Figure 1. Clock network drawn from the DEF (run 1).
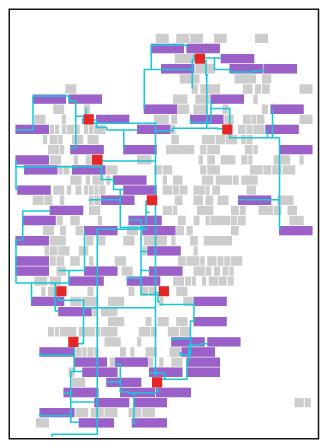
Figure 2. Placed standard cells (run 1).
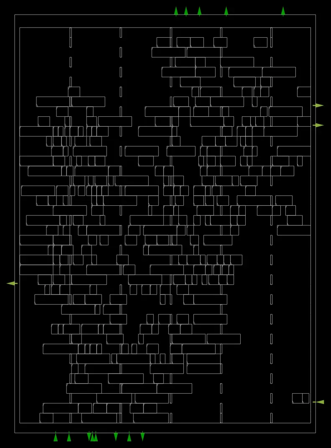
Figure 3. Selected gate families (run 1).
Bar = 20 um.
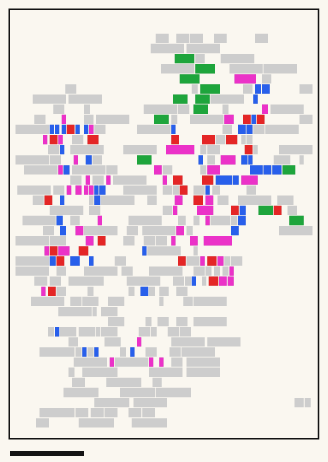
==> config.mk <==
export PLATFORM = sky130hd
export DESIGN_NAME = keypad_scanner
export DESIGN_NICKNAME = d
export VERILOG_FILES = /design/src/rtl/keypad_pkg.sv /design/src/rtl/scan_tick_gen.sv /design/src/rtl/keypad_scanner.sv
export SDC_FILE = /design/constraint.sdc
export NUM_CORES = 1
export LEC_CHECK = 0
export CAP_MARGIN = 20
export CORE_ASPECT_RATIO = 1.4
export CORE_UTILIZATION = 35
export CTS_BUF_LIST = sky130_fd_sc_hd__clkbuf_4
export DETAILED_ROUTE_END_ITERATION = 8
export RECOVER_POWER = 50
export SLEW_MARGIN = 20
export SYNTH_ARGS = -nofsm -noshare
export SYNTH_HDL_FRONTEND = slang
export SYNTH_SLANG_ARGS = --single-unit
==> constraint.sdc <==
create_clock -name clk -period 6.5 [get_ports clk]
set_clock_uncertainty 0.2 [all_clocks]
set_input_delay 1.3 -clock clk [delete_from_list [all_inputs] [get_ports clk]]
set_output_delay 1.3 -clock clk [all_outputs]
set_load 0.01 [all_outputs]
==> src/rtl/keypad_pkg.sv <==
// Shared sizes, state/frame-class enums and a key-index helper for the keypad scanner.
package keypad_pkg;
  localparam int NUM_ROWS = 4;
  localparam int NUM_COLS = 4;
  localparam int KEY_W    = 4;
  localparam int NUM_KEYS = NUM_ROWS * NUM_COLS;
  localparam int ROW_W    = $clog2(NUM_ROWS);
  localparam int COL_W    = $clog2(NUM_COLS);

  typedef enum logic [1:0] {IDLE, DEBOUNCE, PRESSED, RELEASE} scan_state_t;
  typedef enum logic [1:0] {NONE, SINGLE, MULTI} frame_class_t;

  // Index of the lowest set bit; only meaningful when exactly one bit is set.
  function automatic logic [KEY_W-1:0] lowest_key(input logic [NUM_KEYS-1:0] map);
    lowest_key = '0;
    for (int i = NUM_KEYS - 1; i >= 0; i--) begin
      if (map[i]) lowest_key = KEY_W'(i);
    end
  endfunction
endpackage

==> src/rtl/scan_tick_gen.sv <==
// Free-running divider: one-cycle tick every RATE clocks, on the last count.
// Tick is decoded combinationally from the count; no backpressure.
module scan_tick_gen #(
  parameter int RATE = 125000
) (
  input  logic clk,
  input  logic rstn,
  output logic tick
);
  localparam int CW = (RATE > 1) ? $clog2(RATE) : 1;
  localparam logic [CW-1:0] LAST = CW'(RATE - 1);

  logic [CW-1:0] r_cnt;

  always_ff @(posedge clk or negedge rstn) begin
    if (!rstn) begin
      r_cnt <= '0;
    end else if (tick) begin
      r_cnt <= '0;
    end else begin
      r_cnt <= r_cnt + 1'b1;
    end
  end

  assign tick = (r_cnt == LAST);
endmodule

==> src/rtl/keypad_scanner.sv <==
// Scans a 4x4 active-low keypad one column per SCAN_RATE clocks and debounces whole frames.
// Press reported up to (DEBOUNCE_SCANS+1) frames + 3 clocks after row settles; strobe output, no backpressure.
module keypad_scanner
  import keypad_pkg::*;
#(
  parameter int SCAN_RATE      = 125000,
  parameter int DEBOUNCE_SCANS = 4
) (
  input  logic                clk,
  input  logic                rstn,
  input  logic [NUM_ROWS-1:0] row,
  output logic [NUM_COLS-1:0] col,
  output logic [KEY_W-1:0]    key_code,
  output logic                key_valid,
  output logic                key_held,
  output logic                multi_key
);
  localparam int CNT_W = $clog2(DEBOUNCE_SCANS + 1);
  localparam logic [CNT_W-1:0] DEB_LAST = CNT_W'(DEBOUNCE_SCANS);
  localparam logic [COL_W-1:0] COL_LAST = COL_W'(NUM_COLS - 1);

  logic [NUM_ROWS-1:0] r_row_m;
  logic [NUM_ROWS-1:0] r_row_s;
  logic [COL_W-1:0]    r_col_idx;
  logic [COL_W-1:0]    w_col_idx_nxt;
  logic [NUM_COLS-1:0] r_col;
  logic [NUM_KEYS-1:0] r_map;
  logic                r_frame_done;
  logic                r_multi;
  logic                w_tick;
  frame_class_t        w_cls;
  logic [KEY_W-1:0]    w_cand;
  logic                w_same;

  scan_state_t         r_state;
  scan_state_t         w_state_nxt;
  logic [KEY_W-1:0]    r_cand;
  logic [KEY_W-1:0]    w_cand_nxt;
  logic [KEY_W-1:0]    r_key_code;
  logic [KEY_W-1:0]    w_key_code_nxt;
  logic [CNT_W-1:0]    r_cnt;
  logic [CNT_W-1:0]    w_cnt_nxt;
  logic [CNT_W-1:0]    w_cnt_inc;
  logic                r_key_valid;
  logic                w_key_valid_nxt;
  logic                r_key_held;
  logic                w_key_held_nxt;

  scan_tick_gen #(.RATE(SCAN_RATE)) u_tick (
    .clk  (clk),
    .rstn (rstn),
    .tick (w_tick)
  );

  // row is asynchronous; idle level is all-ones (pulled up)
  always_ff @(posedge clk or negedge rstn) begin
    if (!rstn) begin
      r_row_m <= '1;
      r_row_s <= '1;
    end else begin
      r_row_m <= row;
      r_row_s <= r_row_m;
    end
  end

  assign w_col_idx_nxt = r_col_idx + 1'b1;

  // Sample at the end of each column period, then advance the column on the same edge.
  always_ff @(posedge clk or negedge rstn) begin
    if (!rstn) begin
      r_col_idx    <= '0;
      r_col        <= 4'b1110;
      r_map        <= '0;
      r_frame_done <= 1'b0;
      r_multi      <= 1'b0;
    end else begin
      r_frame_done <= w_tick && (r_col_idx == COL_LAST);
      if (w_tick) begin
        for (int r = 0; r < NUM_ROWS; r++) begin
          r_map[{ROW_W'(r), r_col_idx}] <= ~r_row_s[r];
        end
        r_col_idx <= w_col_idx_nxt;
        r_col     <= ~(NUM_COLS'(1) << w_col_idx_nxt);
      end else if (r_frame_done) begin
        r_map   <= '0;
        r_multi <= (w_cls == MULTI);
      end
    end
  end

  always_comb begin
    w_cls = NONE;
    if (r_map != '0) begin
      w_cls = ((r_map & (r_map - 1'b1)) == '0) ? SINGLE : MULTI;
    end
  end

  assign w_cand    = lowest_key(r_map);
  assign w_same    = (w_cls == SINGLE) && (w_cand == r_cand);
  assign w_cnt_inc = r_cnt + 1'b1;

  always_ff @(posedge clk or negedge rstn) begin
    if (!rstn) begin
      r_state     <= IDLE;
      r_cand      <= '0;
      r_cnt       <= '0;
      r_key_code  <= '0;
      r_key_valid <= 1'b0;
      r_key_held  <= 1'b0;
    end else begin
      r_state     <= w_state_nxt;
      r_cand      <= w_cand_nxt;
      r_cnt       <= w_cnt_nxt;
      r_key_code  <= w_key_code_nxt;
      r_key_valid <= w_key_valid_nxt;
      r_key_held  <= w_key_held_nxt;
    end
  end

  always_comb begin
    w_state_nxt     = r_state;
    w_cand_nxt      = r_cand;
    w_cnt_nxt       = r_cnt;
    w_key_code_nxt  = r_key_code;
    w_key_valid_nxt = 1'b0;
    w_key_held_nxt  = r_key_held;
    if (r_frame_done) begin
      unique case (r_state)
        IDLE: begin
          if (w_cls == SINGLE) begin
            w_cand_nxt = w_cand;
            w_cnt_nxt  = CNT_W'(1);
            if (DEBOUNCE_SCANS == 1) begin
              w_state_nxt     = PRESSED;
              w_key_code_nxt  = w_cand;
              w_key_valid_nxt = 1'b1;
              w_key_held_nxt  = 1'b1;
            end else begin
              w_state_nxt = DEBOUNCE;
            end
          end
        end
        DEBOUNCE: begin
          if (w_same) begin
            w_cnt_nxt = w_cnt_inc;
            if (w_cnt_inc == DEB_LAST) begin
              w_state_nxt     = PRESSED;
              w_key_code_nxt  = w_cand;
              w_key_valid_nxt = 1'b1;
              w_key_held_nxt  = 1'b1;
            end
          end else begin
            w_state_nxt = IDLE;
          end
        end
        PRESSED: begin
          // An empty frame already counts toward release; anything else restarts it.
          if (!w_same) begin
            if (w_cls == NONE) begin
              w_cnt_nxt = CNT_W'(1);
              if (DEBOUNCE_SCANS == 1) begin
                w_state_nxt    = IDLE;
                w_key_held_nxt = 1'b0;
              end else begin
                w_state_nxt = RELEASE;
              end
            end else begin
              w_cnt_nxt   = '0;
              w_state_nxt = RELEASE;
            end
          end
        end
        RELEASE: begin
          if (w_cls == NONE) begin
            w_cnt_nxt = w_cnt_inc;
            if (w_cnt_inc == DEB_LAST) begin
              w_state_nxt    = IDLE;
              w_key_held_nxt = 1'b0;
            end
          end else if (w_same) begin
            w_state_nxt = PRESSED;
          end else begin
            w_cnt_nxt = '0;
          end
        end
        default: w_state_nxt = IDLE;
      endcase
    end
  end

  assign col       = r_col;
  assign key_code  = r_key_code;
  assign key_valid = r_key_valid;
  assign key_held  = r_key_held;
  assign multi_key = r_multi;
endmodule

==> Slide: Implementation Results, run 1 <==
Physical Implementation Snapshot

Status
  – Status: complete, no violations

Timing
  – Setup-failing EPs final: 0
  – Total negative slack: 0 ns
  – Final min period: about 3.2 ns
  – Slew HR: 46.2%
  – Unrepaired setup endpoints after global routing: false
  – Final Hold Viols: 0
  – Cycle use final: around 49%
  – Pins Over Slew Limit: 0
  – Maximum clock frequency: ~0.31 GHz
  – Worst slew pin tran: 0.807 ns

Placement
  – Inst Count DP: roughly 400
  – Placed Area: between 3000 and 4000 um^2
  – GPL Wtd Cong: 0.833
  – Dpl hpwl: between 4 and 5 mm
  – PortBufs: 16

Clock tree
  – CTS tree: done
  – TritonCTS Buffers: 9
  – Root Buffer Master: clkbuf_4
  – Clock Path Buffers: 2
  – Clk sinks: approximately 64
  – Post-CTS Resized: 0
  – Clock transition at the registers of the reported paths: about 0.1 ns
  – CTS H-Tree Depth: 3
  – Hold_buf cts: 0
  – Post-CTS setup buffers: 0

Global routing
  – Largest net degree at the start of global routing: ~65
  – Grt total ovfl: 0
  – Initial antenna violation count: 1
  – GRT Total Usage: about 16%
  – Global-route wire length before repair: about 11 mm
  – Vias in the first global route: about 2.3k

Final layout
  – Final core utilization: between 40% and 50%
  – Fraction of layout instances using a drive strength above 1: 14.3%
  – Final instance area: ~3600 um^2
  – Most frequent cells in the layout: dfrtp_1, nor2_1, nand2_1
  – Nets: 327
  – Synth-to-Final Area Change: 11.4%

Route
  – Post-DRT Antenna Nets: 0
  – WL/cell: between 15 and 20 um
  – First-iteration detailed-routing DRC count: between 100 and 150
  – DRC: 0
  – TritonRoute pass-1 iters: 4
  – WL final: between 6 and 7 mm
  – Uppermost layer routed: met4
  – M1 WL: about 2.8 mm
  – WL met2: about 3.4 mm
  – Via count of the routed design: 2,287
  – Post-DR vias/cell: about 5.4
  – Met3 wire len: 135 um

Logic synthesis
  – EDFF count, synth: 0
  – Post-synth mux share: roughly 4.7%
  – Mean Syn Cell Area: ~11 um^2
  – Yosys cell types: ~59
  – Synth Area in XOR/XNOR: 4.66%
  – Number of nets at floorplan: ~310
  – Synth Area in Compound Gates: 13.0%
  – Ys cells: 291
  – Ys async rst share: 100%
  – Register area share after synthesis: around half
  – Yosys warns: 0
  – Yosys Chip Area: around 3200 um^2
  – Post-Synth Simple-Gate Area: slightly above 20%
  – Adder Area Share: 4.31%
  – Synth Cell Area: around 3200 um^2
  – Synth Flop Type: dfrtp_1
  – Seq cells post-synth: between 60 and 70
  – Top comb family, area: simple AND/OR/NAND/NOR gates
  – Syn Inst Count: between 200 and 300

Worst setup path
  – Worst Setup EP: key_code[2]$_DFFE_PN0P_
  – Buf/Inv on CP: 0
  – Critical Path Start: r_map[3]$_DFFE_PN0P_
  – Cell chain of the critical path: nor4_1 -> nand2_1 -> a221oi_1 -> nand4_2 -> nor2_4 -> nand2_2 -> nor3_4 -> mux2_4
  – RR Endpoint: key_code[2]$_DFFE_PN0P_
  – Worst setup SP type: flop
  – Worst Path Max Fanout: 7
  – Req. time, crit path: around 6.6 ns
  – FF-to-FF Start: r_map[3]$_DFFE_PN0P_
  – Crit Path Class: flop to flop
  – CP delay by family, top: simple AND/OR/NAND/NOR gates
  – CP Depth: 8
  – CP Data Arrival Time: ~3.3 ns
  – Worst Reg-to-Reg Cells: 8
  – Worst Setup End Kind: flop
  – Reg2reg setup slack: approximately 3.3 ns
  – Max incr delay on CP: between 0.6 and 0.7 ns
  – Slowest CP cell: nor4_1

Floorplanning
  – Die X: 82.8 um
  – I/O pin count: 17
  – Die ar.: ~9500 um^2
  – Die height: 115 um
  – Fp_density: 36.7%

Power
  – Max IR drop VDD: between 0.1 and 0.15 mV
  – Net Sw Frac: 23.4%
  – Psw: about 150 uW
  – Power density over cell area: between 150 and 200 nW/um^2
  – Gate power share: roughly 1.6%
  – Flop pwr share: between 60% and 70%
  – Internal Dissipation: around 480 uW
  – Design Power: between 600 and 700 uW
  – Leakage Power: ~1.6 nW

Hold path
  – Min-Delay Path Class: flop to flop
  – Hold Path End: r_row_s[0]$_DFF_PN1_
  – Hold path cells: 0
  – Hold path startpoint: r_row_m[0]$_DFF_PN1_

Flow run
  – # Max-Cap Violations: 0
  – Tool warning count: 33
About Figure 1:
legend:
  red:
    item: cells driving clock nets
    count: 9
  purple:
    item: flip-flops
    count: 64
  cyan:
    item: clock wires
    length: 854 um
flops lie: all over the die
routed clock nets: 10
Latency at later pin: 0.41 ns
clock share of power: 34.4%

About Figure 2:
core area: 8710 um^2
Rows: 40
flop share of the area: 45.3%

About Figure 3:
legend:
  blue:
    family: NAND gates
    cells: 43
  green:
    family: multiplexers
    cells: 12
  red:
    family: AND and OR gates
    cells: 24
  magenta:
    family: NOR gates
    cells: 45
logic share of the area: 42.5%
Top cell excl fill/tap: dfrtp_1
Finished Layout Cells: 421

-- run 1: per-stage QoR --
stage / worst slack, ns / hold slack, ns
final: 3.29 / 0.156
after global routing: 3.09 / 0.150
after CTS: 3.34 / 0.157
after detailed placement: 3.36 / 0.147
after global placement: 3.35 / 0.147
after floorplan: 3.67 / 0.145
-- run 1: worst reg2reg max path, cell delays in order (launching register included) --
cell and delay (ns):
dfrtp_1 0.46, nor4_1 0.65, nand2_1 0.21, a221oi_1 0.47, nand4_2 0.21, nor2_4 0.14, nand2_2 0.10, nor3_4 0.32
mux2_4 0.34
-- run 1: flip-flops by register name, indices dropped and copies added (netlist names) --
signal and count:
multi_key 1, r_row_s 4, r_frame_done 1, col 4
key_code 4, r_cand 4, key_valid 1, key_held 1
u_tick.r_cnt 17, r_map 16, r_state 2, r_row_m 4
r_cnt 3, r_col_idx 2
-- run 1: final cells by class --
type | instances | area (um^2)
diodes | 1 | 2.50
multi-input cells | 210 | 1510
clock inverters | 6 | 27.5
clock buffers | 10 | 75.1
fillers | 876 | 5150
flip-flops and latches | 64 | 1620
repair buffers | 18 | 170
well taps | 105 | 131
inverters | 7 | 26.3
-- run 1: Yosys cell counts (2+ instances only) --
cell / instances / area (um^2)
a31oi_1: 2 / 12.5
nand2_1: 21 / 78.8
nor4_1: 6 / 37.5
mux2_4: 4 / 60.1
and2_1: 4 / 25.0
dfrtp_1: 53 / 1330
xor2_1: 11 / 96.3
dfstp_2: 11 / 289
and3_1: 6 / 37.5
or4_1: 5 / 37.5
o21bai_1: 2 / 15.0
ha_1: 11 / 138
nand3_1: 12 / 60.1
nor4_4: 2 / 42.5
a21oi_1: 6 / 30.0
nor2b_1: 2 / 12.5
nor2_1: 24 / 90.1
buf_2: 3 / 15.0
xnor2_1: 6 / 52.6
a21o_1: 2 / 15.0
nor3_1: 4 / 20.0
nand3b_1: 2 / 15.0
and4_1: 2 / 17.5
o21ai_0: 5 / 25.0
nand4_1: 3 / 18.8
clkbuf_1: 7 / 26.3
or3_1: 5 / 31.3
o21ai_1: 11 / 55.1
inv_1: 7 / 26.3
nand2b_1: 2 / 12.5
mux2_1: 6 / 67.6
a22o_1: 17 / 149
-- run 1: metal layers --
layer	track usage, %	up-vias
met5	0	-
met4	8.16	0
met3	3.81	14
met2	26.8	23
met1	17.5	1148
li1	-	1102
-- run 1: power by group through the flow --
stage / combinational, mW / clock (mW) / sequential (mW)
final: 0.00988 / 0.217 / 0.403
after global routing: 0.0122 / 0.242 / 0.404
after CTS: 0.0114 / 0.229 / 0.403
after detailed placement: 0.0114 / 0 / 0.411
after global placement: 0.0113 / 0 / 0.411
after floorplan: 0.00000799 / 0 / 0.411
-- run 1: logic make-up (layout without fill, tap and decap cells) --
| kind of cell | Yosys count | in the layout |
|---|---|---|
| and+or+nand+nor | 112 | 112 |
| muxes | 12 | 12 |
| xor gates and xnor gates | 17 | 17 |
| DFF | 64 | 64 |
| buffers and inverters | 17 | 41 |
| adders and majority gates | 11 | 11 |
| other | 0 | 1 |
| AOI/OAI and AO/OA | 58 | 58 |
Figure 4. Routed metal per tile (run 1).
The die is cut into 17 by 23 equal tiles; black is low, pale yellow is high, scaled to the fullest tile. Values are wire area over tile area, all layers added.
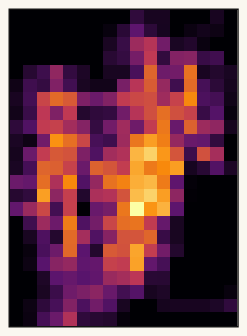

==> run 1 -> run 2 <==
==> constraint.sdc (replaced) <==
create_clock -name clk -period 2.65 [get_ports clk]
set_clock_uncertainty 0.2 [all_clocks]
set_input_delay 0.53 -clock clk [delete_from_list [all_inputs] [get_ports clk]]
set_output_delay 0.53 -clock clk [all_outputs]
set_load 0.01 [all_outputs]
Figure 5. Routed metal per tile (run 2).
The die is cut into 17 by 23 equal tiles; black is low, pale yellow is high, scaled to the fullest tile. Values are wire area over tile area, all layers added.
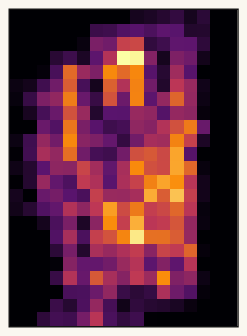
mean over tiles: 0.12
tiles over half the peak: 18%
densest ninth of the die: middle
nearly empty tiles: 29%
WL/cell: 14.6 um
GRT Total Usage: 16.8%
via count of the routed design: 2,519

==> run 2 against run 1 <==
Global-route usage rose by 1.2 points. The flow now finishes with violations (capacitance limit, slew limit, setup timing). Critical path type unchanged. Total power went up to 3.0 times the previous value. Final area grew 20%. Clock power went up to 4.0 times the previous value. Critical path depth grew 1. Maximum frequency grew 12%. Via count increased by 10%. Synthesized area unchanged. Worst setup slack got worse by 3.5 ns. Utilization grew 8.2 points.
==> Slide: Implementation Results, run 2 <==
Physical Implementation Snapshot

Status
  – Status: finished, violations left
  – Failing checks: capacitance limit, slew limit, setup timing

Worst setup path
  – Crit Path Class: flop to flop
  – Req. time, crit path: ~2.8 ns
  – Max incr delay on CP: 0.57 ns
  – Worst Reg-to-Reg Cells: 9
  – Worst setup SP type: flop
  – Cell chain of the critical path: or4_4 -> and4b_1 -> a211oi_2 -> o32a_1 -> nor4_4 -> buf_4 -> or3_4 -> nand3_4 -> mux2_4
  – Worst Path Max Fanout: 4
  – Slowest CP cell: or4_4
  – Worst Setup End Kind: flop
  – CP Data Arrival Time: 3.00 ns

Logic synthesis
  – Yosys Chip Area: 3200 um^2
  – Synth area leaders: dfrtp_1, dfstp_2, a22o_1, ha_1, xor2_1
  – Commonest cells post-synth: dfrtp_1, nor2_1, nand2_1
  – Ys cells: approximately 290
  – Top cell type's share of synthesized area: 41.5%
  – Top-count cell post-synth: dfrtp_1
  – Number of nets at floorplan: between 300 and 400
  – Register area share after synthesis: between 50 and 60%
  – Post-Synth Simple-Gate Area: between 20% and 30%
  – Cell type with the largest total area: dfrtp_1
  – Mean Syn Cell Area: 11.0 um^2
  – Synth Cell Area: around 3200 um^2
  – Synth Area in XOR/XNOR: under 10%
  – Yosys cell types: between 50 and 60
  – Syn Inst Count: 291
  – Synth Flop Type: dfrtp_1
  – Top comb family, area: simple AND/OR/NAND/NOR gates
  – Yosys warns: 0
  – Synth Area in Compound Gates: 13.0%
  – Ys async rst share: 100%
  – Post-synth mux share: about 4.7%
  – Seq cells post-synth: 64
  – Adder Area Share: 4.31%
  – EDFF count, synth: 0

Timing
  – Worst slew pin tran: between 1.5 and 2 ns
  – Slew HR: -4.72%
  – Worst setup margin: -0.229 ns
  – Final Hold Viols: 0
  – Cycle use final: 109%
  – Maximum clock frequency: around 0.35 GHz
  – Final min period: about 2.9 ns
  – Pins Over Slew Limit: 65
  – Unrepaired setup endpoints after global routing: true
  – Total negative slack: -1.04 ns
  – Setup-failing EPs final: 8

Final layout
  – Most frequent cells in the layout: buf_4, dfrtp_1, nand2_1, nor2_1, a22o_1
  – Final core utilization: approximately half
  – Max FFs per register: 17
  – FILL cells: roughly 840
  – Logic area: about 1700 um^2
  – Synth-to-Final Area Change: 33.7%
  – FF/Latch Area: 1620 um^2
  – Top cell excl fill/tap: buf_4
  – Largest registers: u_tick.r_cnt: 17 flops, r_map: 16 flops
  – Finished Layout Cells: between 400 and 500
  – Fraction of layout instances using a drive strength above 1: a little over a third
  – Biggest register: u_tick.r_cnt
  – Nets: roughly 390

Power
  – Net Sw Frac: about 22%
  – Max IR drop VDD: 0.299 mV
  – Power density over cell area: roughly 440 nW/um^2
  – Flop pwr share: between 50% and 60%
  – Leakage Power: roughly 2 nW
  – Internal Dissipation: ~1.5 mW
  – Design Power: about 1.9 mW
  – Gate power share: 1.3%
  – Psw: just over 400 uW
  – Clock share of power: a little under half

Floorplanning
  – Core area: 8710 um^2
  – I/O pin count: 17
  – Fp_density: 36.7%
  – Rows: around 40
  – Die height: 115 um
  – Die X: 82.8 um
  – Die ar.: 9530 um^2

Clock tree
  – CTS H-Tree Depth: 3
  – CTS tree: done
  – Clock transition at the registers of the reported paths: between 0.1 and 0.15 ns
  – TritonCTS Buffers: 9
  – Root Buffer Master: clkbuf_4
  – Clk sinks: around 64
  – Clock Path Buffers: 2
  – Latency at later pin: 0.43 ns

Hold path
  – Hold path cells: 0
  – Min-Delay Path Class: flop to flop

Flow run
  – # Max-Cap Violations: 1
  – Tool warning count: 36

Route
  – First-iteration detailed-routing DRC count: around 79
  – Post-DR vias/cell: between 5 and 6
  – TritonRoute pass-1 iters: 5
  – WL final: ~7 mm
  – DRC: 0
  – Post-DRT Antenna Nets: 0

Global routing
  – Initial antenna violation count: 1
  – Global-route wire length before repair: around 12 mm
  – Vias in the first global route: roughly 2.5k
  – Grt total ovfl: 0
  – Largest net degree at the start of global routing: roughly 65

Placement
  – Inst Count DP: 456
  – PortBufs: 16
  – Dpl hpwl: 5.04 mm
  – Placement Setup Slack: -0.242 ns
  – GPL Wtd Cong: 0.811
==> run 2: cell types whose count changed in the layout (fill, tap and decap cells not counted), moves of 4 or more <==
cell	before	now
or4_1	5	1
mux2_1	6	0
buf_4	2	57
or4_4	0	4
mux2_4	4	10
o21ai_1	11	7
==> run 2: logic make-up (layout without fill, tap and decap cells) <==
| family | count (synthesis) | in the layout |
|---|---|---|
| AND-OR/OR-AND | 58 | 58 |
| XOR/XNOR | 17 | 17 |
| multiplexers | 12 | 12 |
| other | 0 | 1 |
| buffers and inverters | 17 | 102 |
| flip-flops | 64 | 64 |
| adder cells (fa/ha/maj) | 11 | 11 |
| AND/OR/NAND/NOR | 112 | 112 |
==> run 2: layout make-up <==
cell class / instances / share of cell area, %
antenna: 1 / 0.0585
clock buffer: 9 / 1.58
clock inverter: 7 / 2.81
inverter: 7 / 0.615
multi-input combinational: 210 / 38.8
sequential: 64 / 37.9
tap: 105 / 3.07
timing repair buffer: 79 / 15.3
==> run 2: path summary, 6_finish.rpt <==
check,slack (ns),end,startpoint
max in group asynchronous,0.32,r_map[4]$_DFFE_PN0P_,rstn
min in group asynchronous,0.91,r_map[7]$_DFFE_PN0P_,rstn
worst min register to register,0.15,r_row_s[1]$_DFF_PN1_,r_row_m[1]$_DFF_PN1_
worst max-delay path,-0.23,r_cnt[1]$_DFFE_PN0P_,r_map[11]$_DFFE_PN0P_
worst min-delay path,0.15,r_row_s[1]$_DFF_PN1_,r_row_m[1]$_DFF_PN1_
worst max register to register,-0.23,r_cnt[1]$_DFFE_PN0P_,r_map[11]$_DFFE_PN0P_
==> run 2: metal layers <==
metal / global-route usage [%] / vias to the layer above / share of wire [%]
met4: 8.28 / 0 / 2.3
met1: 19.1 / 1247 / 41
met3: 4.52 / 15 / 3.0
met2: 28.6 / 34 / 54
li1: - / 1223 / -
met5: 0 / - / 0
==> run 2: worst max-delay path: cells and delay by family, from the launching register on <==
kind | cells | cell delay, ns
muxes | 1 | 0.31
DFF | 1 | 0.45
buffers and inverters | 1 | 0.15
and+or+nand+nor | 5 | 1.31
AOI/OAI and AO/OA | 2 | 0.37
==> run 2: timing repair <==
item	CTS	global route
hold buffers	1	0
hold endpoints to repair	53	0
gates resized	3	25
pin swaps	7	12
setup buffers	5	4
endpoints found under the setup margin	14	28
==> run 2: power by group through the flow <==
stage / registers (mW) / logic [mW] / clock network (mW)
after floorplan: 1.01 / 0.0000186 / 0
after global placement: 1.01 / 0.0295 / 0
after detailed placement: 1.01 / 0.0300 / 0
after CTS: 0.989 / 0.0311 / 0.886
after global routing: 0.991 / 0.0293 / 0.933
final: 0.990 / 0.0250 / 0.860
==> run 2: metrics by stage <==
step	instance area, um^2	hold WS (ns)
global placement	3900	0.146
finish	4270	0.153
detailed placement	3900	0.147
floorplan	3260	0.0344
CTS	4140	0.159
global route	4270	0.161
Figure 6. Placed standard cells (run 2).
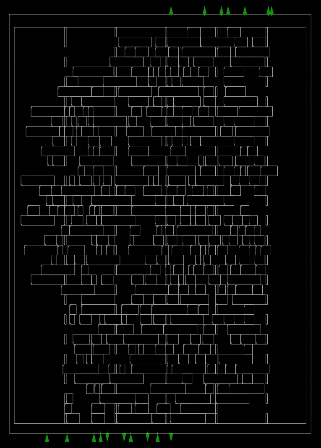

==> run 2 -> run 3 <==
--- a/config.mk
+++ b/config.mk
@@ -9,8 +9,10 @@
 export CORE_ASPECT_RATIO = 1.4
 export CORE_UTILIZATION = 35
 export CTS_BUF_LIST = sky130_fd_sc_hd__clkbuf_4
+export CTS_CLUSTER_DIAMETER = 120
 export DETAILED_ROUTE_END_ITERATION = 8
 export RECOVER_POWER = 50
+export SKIP_CTS_REPAIR_TIMING = 1
 export SLEW_MARGIN = 20
 export SYNTH_ARGS = -nofsm -noshare
 export SYNTH_HDL_FRONTEND = slang
Figure 7. Placed standard cells (run 3).
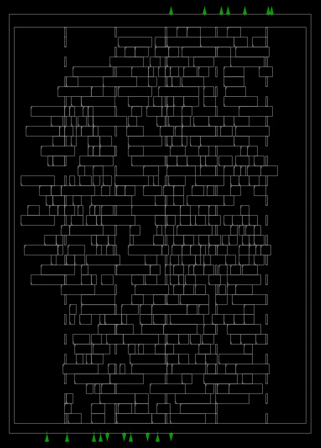
FILL cells: 839
Finished Layout Cells: 482
sequential cells: 64
final core utilization: 48.7%
Tap Count: 105

==> run 3 against run 2 <==
The flow still finishes with violations (capacitance limit, slew limit, setup timing). Largest power group unchanged. Critical path type unchanged. Synthesized area stayed put. Final cell count unchanged. First-iteration DRC count decreased by 18%. Flip-flop count unchanged.
==> Slide: Implementation Results, run 3 <==
Physical Implementation Snapshot

Floorplanning
  – Rows: ~40
  – Core area: 8710 um^2
  – Die X: a little over 80 um
  – Die ar.: 9530 um^2
  – Die height: 115 um

Worst setup path
  – Worst Setup End Kind: flop
  – Crit Path Class: flop to flop
  – Req. time, crit path: 2.77 ns
  – Slowest CP cell: or4_4
  – Max incr delay on CP: ~0.55 ns
  – CP Data Arrival Time: approximately 3.0 ns
  – Worst Path Max Fanout: 5
  – Worst Reg-to-Reg Cells: 9

Timing
  – Unrepaired setup endpoints after global routing: true
  – Final Hold Viols: 0
  – Pins Over Slew Limit: approximately 65
  – Setup-failing EPs final: 14
  – Cycle use final: 110%
  – Worst slew pin tran: around 1.6 ns
  – Final min period: about 2.9 ns
  – Total negative slack: -2.86 ns
  – Worst setup margin: -0.267 ns
  – Maximum clock frequency: about 0.34 GHz

Route
  – Post-DRT Antenna Nets: 0
  – WL/cell: roughly 15 um
  – Via count of the routed design: 2,497
  – WL final: 7.06 mm
  – TritonRoute pass-1 iters: 4

Logic synthesis
  – EDFF count, synth: 0
  – Seq cells post-synth: roughly 64
  – Synth area leaders: dfrtp_1, dfstp_2, a22o_1, ha_1, xor2_1
  – Ys cells: 291
  – Number of nets at floorplan: 308
  – Commonest cells post-synth: dfrtp_1, nor2_1, nand2_1
  – Top-count cell post-synth: dfrtp_1
  – Register area share after synthesis: ~51%
  – Synth Flop Type: dfrtp_1
  – Yosys cell types: around 59
  – Yosys warns: 0

Final layout
  – Final instance area: between 4000 and 5000 um^2
  – Top cell excl fill/tap: buf_4
  – Most frequent cells in the layout: buf_4, dfrtp_1, nand2_1, nor2_1, a22o_1
  – Nets: 388

Flow run
  – # Max-Cap Violations: 1
  – Tool warning count: 35

Clock tree
  – Clock Path Buffers: 2
  – CTS H-Tree Depth: 3
  – Clock transition at the registers of the reported paths: about 0.12 ns

Power
  – Net Sw Frac: 21.6%
  – Design Power: between 1.5 and 2 mW
  – Internal Dissipation: 1.47 mW
  – Flop pwr share: 52.7%
  – Leakage Power: 1.98 nW
  – Power density over cell area: 443 nW/um^2
  – Psw: approximately 410 uW

Placement
  – Placement Setup Slack: -0.242 ns
  – Placed Area: a little under 4000 um^2
  – GPL Wtd Cong: around 0.81

Hold path
  – Hold path cells: 0

Status
  – Status: finished, violations left
  – Failing checks: capacitance limit, slew limit, setup timing

Global routing
  – Largest net degree at the start of global routing: ~65
  – Vias in the first global route: roughly 2.5k
==> run 3: cell families (layout without fill, tap and decap cells) <==
| group | Yosys count | in the layout | synth area share (%) |
|---|---|---|---|
| and+or+nand+nor | 112 | 112 | 20.7 |
| xor gates and xnor gates | 17 | 17 | 4.66 |
| DFF | 64 | 64 | 50.5 |
| muxes | 12 | 12 | 4.66 |
| AOI/OAI and AO/OA | 58 | 58 | 13.0 |
| buffers and inverters | 17 | 102 | 2.11 |
| adders and majority gates | 11 | 11 | 4.31 |
| other | 0 | 1 | 0 |
==> run 3: metrics by stage <==
step	utilization (%)	hold slack, ns
5_1_grt	48.7	0.161
6_report	48.7	0.152
3_5_place_dp	44.8	0.147
4_1_cts	47.0	-0.111
3_3_place_gp	44.8	0.146
2_1_floorplan	-	0.0344
==> run 3: power groups by stage <==
stage	combinational [mW]	clock (mW)	sequential, mW
after floorplan	0.0000186	0	1.01
after global placement	0.0295	0	1.01
after detailed placement	0.0300	0	1.01
after CTS	0.0300	0.886	0.989
after global routing	0.0293	0.933	0.991
final	0.0252	0.862	0.990
==> run 3: worst max-delay path: cells and delay by family (launching register included) <==
kind / cells / cell delay [ns]
multiplexers: 1 / 0.34
flip-flops: 1 / 0.43
AND/OR/NAND/NOR: 4 / 0.99
buffers and inverters: 1 / 0.16
AND-OR/OR-AND: 3 / 0.71
==> run 3: path summary, 6_finish.rpt <==
| path | from | to | slack, ns |
|---|---|---|---|
| worst min register to register | r_row_m[1]$_DFF_PN1_ | r_row_s[1]$_DFF_PN1_ | 0.15 |
| worst max-delay path | r_map[0]$_DFFE_PN0P_ | r_cnt[1]$_DFFE_PN0P_ | -0.27 |
| worst min-delay path | r_row_m[1]$_DFF_PN1_ | r_row_s[1]$_DFF_PN1_ | 0.15 |
| worst max register to register | r_map[0]$_DFFE_PN0P_ | r_cnt[1]$_DFFE_PN0P_ | -0.27 |
| max in group asynchronous | rstn | r_map[4]$_DFFE_PN0P_ | 0.32 |
| min in group asynchronous | rstn | r_map[7]$_DFFE_PN0P_ | 0.91 |
==> run 3: layout make-up <==
class | count | area, um^2
Inverter | 7 | 26.3
Tap cell | 105 | 131
Clock buffer | 9 | 67.6
Clock inverter | 7 | 120
Antenna cell | 1 | 2.50
Multi-Input combinational cell | 210 | 1640
Timing Repair Buffer | 79 | 636
Sequential cell | 64 | 1620
Fill cell | 839 | 4470
==> run 3: routing by layer <==
metal  global-route usage [%]  wire length (um)
met3                     4.52               187
met5                        0                 0
met4                     7.70               114
met2                     28.5              3850
met1                     18.8              2910

==> layout pictures side by side <==
Layout detail.
Bar = 10 um. Window x 29 to 54, y 22 to 47 um. Cells in grey, sequential cells in the stronger grey; small squares are vias.
(a)
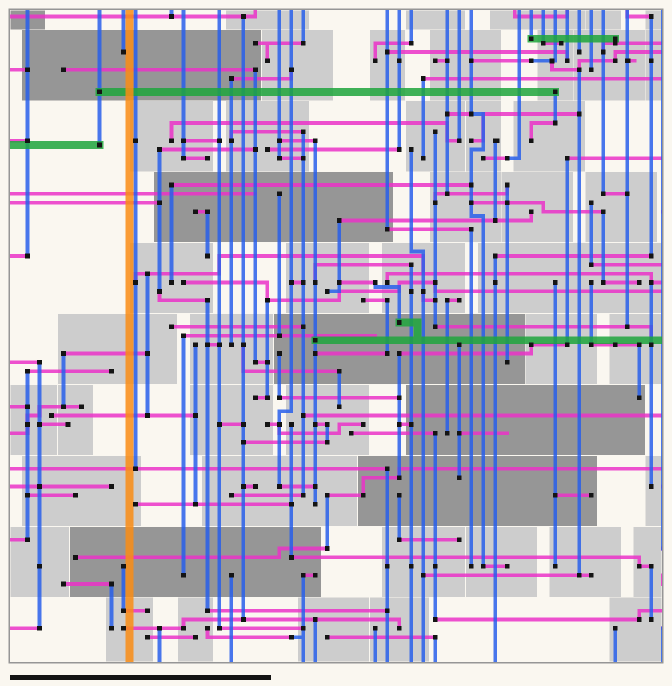
(b)
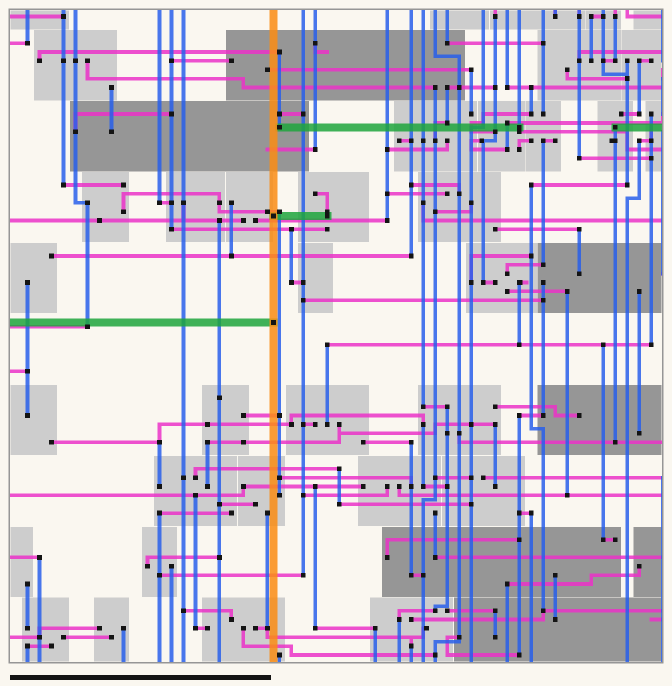
(a) -> run 3
(b) -> run 1

Key to (b):
legend:
  orange:
    layer: met4
  blue:
    layer: met2
  green:
    layer: met3
  magenta:
    layer: met1
most frequent: a22o_1 (10), dfrtp_1 (6), o21ai_1 (5)
netlist names of flops here include: `r_map` (6)
cells with their middle in the window: 32
sequential cells in the window: 6

Power figures rest on the tool's default switching activity, not on a simulated workload.
